[config.mk]
export PLATFORM = sky130hd
export DESIGN_NAME = display_scan_controller
export DESIGN_NICKNAME = d
export VERILOG_FILES = /design/src/rtl/display_pkg.sv /design/src/rtl/display_scan_controller_hex2seg.sv /design/src/rtl/display_scan_controller.sv
export SDC_FILE = /design/constraint.sdc
export NUM_CORES = 1
export LEC_CHECK = 0
export ABC_AREA = 1
export CAP_MARGIN = 20
export CORE_MARGIN = 5
export CORE_UTILIZATION = 28
export CTS_CLUSTER_DIAMETER = 60
export DETAILED_ROUTE_END_ITERATION = 16
export PLACE_DENSITY = 0.46
export SLEW_MARGIN = 15
export SYNTH_ARGS = -nofsm -noshare
export SYNTH_HDL_FRONTEND = slang
export SYNTH_SLANG_ARGS = --single-unit
[constraint.sdc]
create_clock -name clock -period 3.07 [get_ports clock]
set_input_delay 0.7675 -clock clock [delete_from_list [all_inputs] [get_ports clock]]
set_output_delay 0.7675 -clock clock [all_outputs]
set_load 0.01 [all_outputs]
[src/rtl/display_pkg.sv]
// display_pkg
// Shared definitions for the multiplexed 7-segment display controller.
//   - state_t     : scan sequencer states (guard gap / digit shown)
//   - SEG_0..SEG_F: active-low {g,f,e,d,c,b,a} patterns for hex digits
//   - SEG_BLANK   : all segments off
package display_pkg;

  typedef enum logic {ST_GUARD, ST_SHOW} state_t;

  localparam logic [6:0] SEG_0     = 7'b1000000;
  localparam logic [6:0] SEG_1     = 7'b1111001;
  localparam logic [6:0] SEG_2     = 7'b0100100;
  localparam logic [6:0] SEG_3     = 7'b0110000;
  localparam logic [6:0] SEG_4     = 7'b0011001;
  localparam logic [6:0] SEG_5     = 7'b0010010;
  localparam logic [6:0] SEG_6     = 7'b0000010;
  localparam logic [6:0] SEG_7     = 7'b1111000;
  localparam logic [6:0] SEG_8     = 7'b0000000;
  localparam logic [6:0] SEG_9     = 7'b0010000;
  localparam logic [6:0] SEG_A     = 7'b0001000;
  localparam logic [6:0] SEG_B     = 7'b0000011;
  localparam logic [6:0] SEG_C     = 7'b1000110;
  localparam logic [6:0] SEG_D     = 7'b0100001;
  localparam logic [6:0] SEG_E     = 7'b0000110;
  localparam logic [6:0] SEG_F     = 7'b0001110;
  localparam logic [6:0] SEG_BLANK = 7'b1111111;

endpackage

[src/rtl/display_scan_controller_hex2seg.sv]
// hex2seg
// Combinational hex nibble to active-low 7-segment pattern decoder.
// One instance is shared by all digits of the scan controller.
// Ports:
//   nibble_i : 4-bit hex value
//   seg_o    : {g,f,e,d,c,b,a}, active-low
module hex2seg
  import display_pkg::*;
(
  input  logic [3:0] nibble_i,
  output logic [6:0] seg_o
);

  always_comb begin
    seg_o = SEG_BLANK;
    case (nibble_i)
      4'h0: seg_o = SEG_0;
      4'h1: seg_o = SEG_1;
      4'h2: seg_o = SEG_2;
      4'h3: seg_o = SEG_3;
      4'h4: seg_o = SEG_4;
      4'h5: seg_o = SEG_5;
      4'h6: seg_o = SEG_6;
      4'h7: seg_o = SEG_7;
      4'h8: seg_o = SEG_8;
      4'h9: seg_o = SEG_9;
      4'hA: seg_o = SEG_A;
      4'hB: seg_o = SEG_B;
      4'hC: seg_o = SEG_C;
      4'hD: seg_o = SEG_D;
      4'hE: seg_o = SEG_E;
      4'hF: seg_o = SEG_F;
    endcase
  end

endmodule

[src/rtl/display_scan_controller.sv]
// display_scan_controller
// Time-multiplexes DIGITS hex nibbles onto one common-anode 7-segment bus.
// Each digit is lit for DWELL_CYCLES, separated by GUARD_CYCLES with all
// anodes off to avoid ghosting. All outputs are registered.
// Ports:
//   clock, reset : system clock, synchronous active-high reset
//   enable       : scan enable; low blanks the display and holds the digit index
//   values       : packed nibbles, digit i = values[4*i+3:4*i], digit 0 rightmost
//   dp_mask      : decimal point request per digit (1 = lit)
//   segments     : {g,f,e,d,c,b,a}, active-low
//   dp_n         : decimal point, active-low
//   anode_n      : digit select, active-low, one-cold or all-ones
//   frame_done   : one-cycle pulse in the first guard cycle after the last digit
// Build option:
//   DISPLAY_SCAN_CONTROLLER_BLANK_LEADING_EN : suppress leading zero digits
module display_scan_controller
  import display_pkg::*;
#(
  parameter int DIGITS       = 4,
  parameter int DWELL_CYCLES = 50000,
  parameter int GUARD_CYCLES = 500
) (
  input  logic                  clock,
  input  logic                  reset,
  input  logic                  enable,
  input  logic [4*DIGITS-1:0]   values,
  input  logic [DIGITS-1:0]     dp_mask,
  output logic [6:0]            segments,
  output logic                  dp_n,
  output logic [DIGITS-1:0]     anode_n,
  output logic                  frame_done
);

  localparam int MAX_CYC = (DWELL_CYCLES > GUARD_CYCLES) ? DWELL_CYCLES : GUARD_CYCLES;
  localparam int CNT_W   = (MAX_CYC > 1) ? $clog2(MAX_CYC) : 1;
  localparam int IDX_W   = $clog2(DIGITS);

  localparam logic [CNT_W-1:0] DWELL_LAST = CNT_W'(DWELL_CYCLES - 1);
  localparam logic [CNT_W-1:0] GUARD_LAST = CNT_W'(GUARD_CYCLES - 1);
  localparam logic [IDX_W-1:0] IDX_LAST   = IDX_W'(DIGITS - 1);

  state_t             state_q, state_d;
  logic [CNT_W-1:0]   cnt_q, cnt_d;
  logic [IDX_W-1:0]   idx_q, idx_d;
  logic [DIGITS-1:0]  anode_n_q, anode_n_d;
  logic [6:0]         seg_q, seg_d;
  logic               dp_n_q, dp_n_d;
  logic               frame_done_q, frame_done_d;

  logic [3:0]         nibble;
  logic [6:0]         decoded;
  logic               lightDigit;

  // The shared decoder always looks at the digit about to be shown; its
  // result is only captured on the guard-to-show transition.
  always_comb begin
    nibble = values[4*int'(idx_q) +: 4];
  end

  hex2seg u_hex2seg (
    .nibble_i (nibble),
    .seg_o    (decoded)
  );

`ifdef DISPLAY_SCAN_CONTROLLER_BLANK_LEADING_EN
  logic leadZero;

  // A digit is a leading zero when it and every more significant nibble
  // are zero. Digit 0 and digits with a requested decimal point stay lit.
  always_comb begin
    leadZero = 1'b1;
    for (int j = 0; j < DIGITS; j++) begin
      if (j >= int'(idx_q) && values[4*j +: 4] != 4'h0) begin
        leadZero = 1'b0;
      end
    end
  end

  assign lightDigit = (idx_q == '0) || !leadZero || dp_mask[idx_q];
`else
  assign lightDigit = 1'b1;
`endif

  // Next-state and registered-output logic. Outputs are computed together
  // with the state change so they appear in the first cycle of the new state.
  always_comb begin
    state_d      = state_q;
    cnt_d        = cnt_q + 1'b1;
    idx_d        = idx_q;
    anode_n_d    = anode_n_q;
    seg_d        = seg_q;
    dp_n_d       = dp_n_q;
    frame_done_d = 1'b0;

    if (!enable) begin
      state_d   = ST_GUARD;
      cnt_d     = '0;
      anode_n_d = '1;
      seg_d     = SEG_BLANK;
      dp_n_d    = 1'b1;
    end else begin
      case (state_q)
        ST_GUARD: begin
          anode_n_d = '1;
          seg_d     = SEG_BLANK;
          dp_n_d    = 1'b1;
          if (cnt_q == GUARD_LAST) begin
            state_d = ST_SHOW;
            cnt_d   = '0;
            if (lightDigit) begin
              anode_n_d = ~(DIGITS'(1) << idx_q);
              seg_d     = decoded;
              dp_n_d    = ~dp_mask[idx_q];
            end
          end
        end
        ST_SHOW: begin
          if (cnt_q == DWELL_LAST) begin
            state_d      = ST_GUARD;
            cnt_d        = '0;
            idx_d        = (idx_q == IDX_LAST) ? '0 : idx_q + 1'b1;
            anode_n_d    = '1;
            seg_d        = SEG_BLANK;
            dp_n_d       = 1'b1;
            frame_done_d = (idx_q == IDX_LAST);
          end
        end
        default: begin
          state_d = ST_GUARD;
          cnt_d   = '0;
        end
      endcase
    end
  end

  // State and output registers with synchronous reset.
  always_ff @(posedge clock) begin
    if (reset) begin
      state_q      <= ST_GUARD;
      cnt_q        <= '0;
      idx_q        <= '0;
      anode_n_q    <= '1;
      seg_q        <= SEG_BLANK;
      dp_n_q       <= 1'b1;
      frame_done_q <= 1'b0;
    end else begin
      state_q      <= state_d;
      cnt_q        <= cnt_d;
      idx_q        <= idx_d;
      anode_n_q    <= anode_n_d;
      seg_q        <= seg_d;
      dp_n_q       <= dp_n_d;
      frame_done_q <= frame_done_d;
    end
  end

  assign anode_n    = anode_n_q;
  assign segments   = seg_q;
  assign dp_n       = dp_n_q;
  assign frame_done = frame_done_q;

endmodule

Figure 1. Sequential cells grouped by signal name.
Other sequential cells in the stronger gray, the rest of the logic in the fainter gray.
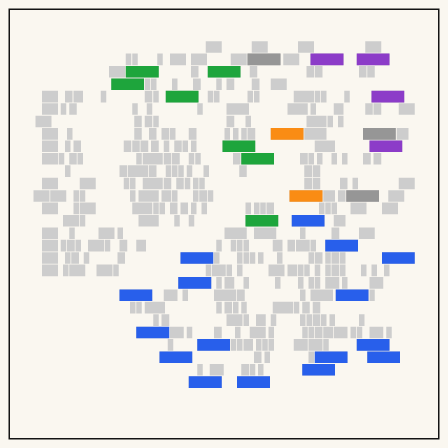
`idx_q`: drawn in orange, placed flops 2. `cnt_q`: drawn in blue, placed flops 16. `anode_n`: drawn in purple, placed flops 4, where upper right. `segments`: drawn in green, placed flops 7, where top center.
flop share of the area: 0.256
register area: 641 um^2

Figure 2. Logic cells by family.
Scale bar: 20 um.
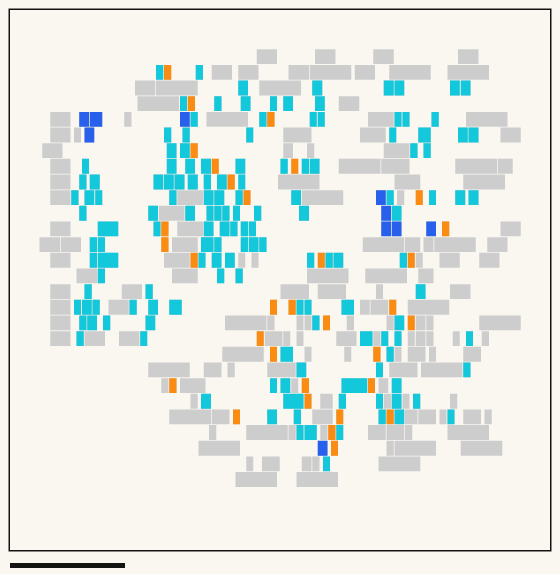
inv cells: drawn in orange, cells 32. aoi and oai cells: drawn in blue, cells 10. nand cells: drawn in cyan, cells 145.

Figure 3. I/O pins on the die edge.
Pins as bars across the die edge, other pins in gray.
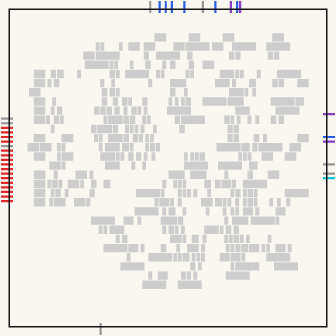
`reset`: drawn in cyan, pins 1, direction input, edge right. `values`: drawn in red, pins 16, direction input, edge left. `anode_n`: drawn in purple, pins 4, direction output, edge 2 right, 2 top. `segments`: drawn in blue, pins 7, direction output, edge 6 top, 1 right.
All pins by edge: 19 left, 10 top, 6 right, 1 bottom.
port bufs: 35
width of the die: 93.8 um
die y size: 93.8 um

==> Slide: Implementation Results <==
Run Summary

Clock tree
  – Cts repair resizes: 0
  – CTS root buffer: clkbuf_8
  – Maximum clock insertion buffer count: 2
  – Clk latency late pin: 280 ps
  – # Post-CTS Setup Buffers: 0
  – CTS tree: built
  – Reg clk slew, reported paths: 70 ps
  – H-Tree Depth: 2
  – CTS Sinks: 32
  – # hold bufs at CTS: 0
  – CTS Buf Count: 5

Setup path
  – Start of the worst register-to-register path: idx_q[0]
  – Critical path required time: 3250 ps
  – CP startpoint: values[8]
  – Critical Path Stages: 12
  – Critical path type: in2reg
  – CP peak stage delay: 400 ps
  – CP bufs+invs: 2
  – Element type at the critical path start: input pin
  – FF-to-FF End: segments[0]
  – CP arrival: 2290 ps
  – Critical path peak fanout: 6
  – Crit-path slowest cell: clkdlybuf4s50_1
  – Critical Path Most Common Cell: nand2_1
  – Critical-path cell list: clkdlybuf4s50_1 > nand2_1 > nand3_1 > nand2_1 > inv_1 > ha_1 > nand3_1 > nor2_1 > nor2_1 > nand3_1 > nand2_1 > nand2_1
  – R2R setup slack: 1030 ps
  – Worst Setup EP: segments[0]
  – Critical path endpoint category: flop

Pwr
  – Reg power frac: 0.503
  – Clk network pwr share: 0.408
  – Cell Pwr Density: 332 nW/um^2
  – Sw frac: 0.236
  – Pleak: 1.05 nW
  – Internal power: 634 uW
  – Total chip power: 830 uW
  – Net Sw Power: 196 uW

Worst hold path
  – Worst hold start: cnt_q[0]
  – Worst Hold Path EP: cnt_q[0]
  – Worst hold stages: 1

Floorplanning
  – Row count: 30
  – Die area: 8800 um^2
  – Initial core utilization: 0.288
  – Core Area: 6830 um^2
  – # IOs: 36

Drt
  – Routed WL: 5050 um
  – Routed WL per cell: 11.7 um
  – Initial DRC count: 61
  – Drt pass-1 iters: 4
  – Routed vias/inst: 4.31
  – Post-DRT Antenna Nets: 0
  – Via count: 1866
  – DRC viols: 0

Logic synthesis
  – Top cells by count, synth: nand2_1 (81), nand3_1 (53), nor2_1 (41)
  – Yosys cell count: 299
  – Simple-Gate Area Share: 0.441
  – Yosys top cell by area: dfxtp_1
  – Synthesized area per cell: 6.57 um^2
  – Cell Type Count: 27
  – Count of library flops with an enable pin: 0
  – Compound Share, Synth: 0.0261
  – YS warnings: 0
  – Yosys xor share: 0.0490
  – Mux share: 0
  – Synth Area in Adders: 0.0700
  – Ys flops: 32
  – Top cell area share: 0.326
  – YS chip area: 1970 um^2
  – Count leader, synth: nand2_1
  – Register area share after synthesis: 0.326
  – Logic family by area: simple AND/OR/NAND/NOR gates
  – Mapped Area: 1970 um^2
  – Syn Inst Count: 299
  – Post-synth area hogs: dfxtp_1 (33%), nand2_1 (15%), nand3_1 (13%)

Final timing
  – Slew headroom: 0.652
  – Worst Setup Slack, final: 957 ps
  – Crit path time final: 2110 ps
  – # setup viols final: 0
  – Slew @ Worst Pin: 520 ps
  – Setup TNS: 0 ps
  – Hold Slack: 448 ps
  – Final Hold Viols: 0
  – Crit share post-route: 0.688
  – Slew Limit Fails: 0
  – Fin Clk Skew: 6.44 ps

Global route
  – Pin count of the biggest net entering global routing: 17
  – Grt total ovfl: 0
  – Grt met1 use: 0.160
  – First-pass GRT wire length: 8760 um
  – GR peak layer: met2
  – Met2 Use GR: 0.202
  – Vias in the first global route: 1854
  – Initial antenna violation count: 0
  – Overall Global Routing Usage: 0.125

Finish
  – Comb. cell area: 1150 um^2
  – Non-filler cells, final: 433
  – Most frequent logic cell in the layout: nand2_1
  – Antenna Diode Count: 0
  – Flip-flop count of the largest register after layout: 16
  – Final instance area: 2500 um^2
  – Fillers: 763
  – Share of cells above drive strength 1: 0.0801
  – Top cells excl fill/tap: nand2_1 (81), nand3_1 (53), nor2_1 (41)
  – Top reg by flops: cnt_q

Place
  – Gpl congestion: 0.857
  – Cell Area, Placed: 2410 um^2
  – Post-place setup slack: 648 ps
  – Final HPWL DP: 3810 um

Job
  – OpenROAD warnings: 34

Run status
  – Outcome: finished clean
layout make-up:
class	instances	area share
sequential	32	0.256
timing repair buffer	38	0.149
tap	96	0.0481
clock inverter	2	0.00401
inverter	32	0.0481
multi-input combinational	227	0.461
clock buffer	6	0.0330
per-layer routing:
metal  share of wire  vias up
met5               0        -
li1                -     1021
met1            0.51      806
met3           0.045        5
met2            0.43       34
met4           0.015        0
power by group through the flow:
stage | registers, mW | clock network, mW | logic [mW]
after floorplan | 0.426 | 0 | 0.0371
after global placement | 0.427 | 0 | 0.0756
after detailed placement | 0.427 | 0 | 0.0740
after CTS | 0.417 | 0.356 | 0.0744
after global routing | 0.417 | 0.369 | 0.0854
final | 0.417 | 0.338 | 0.0740
Power figures rest on the tool's default switching activity, not on a simulated workload.
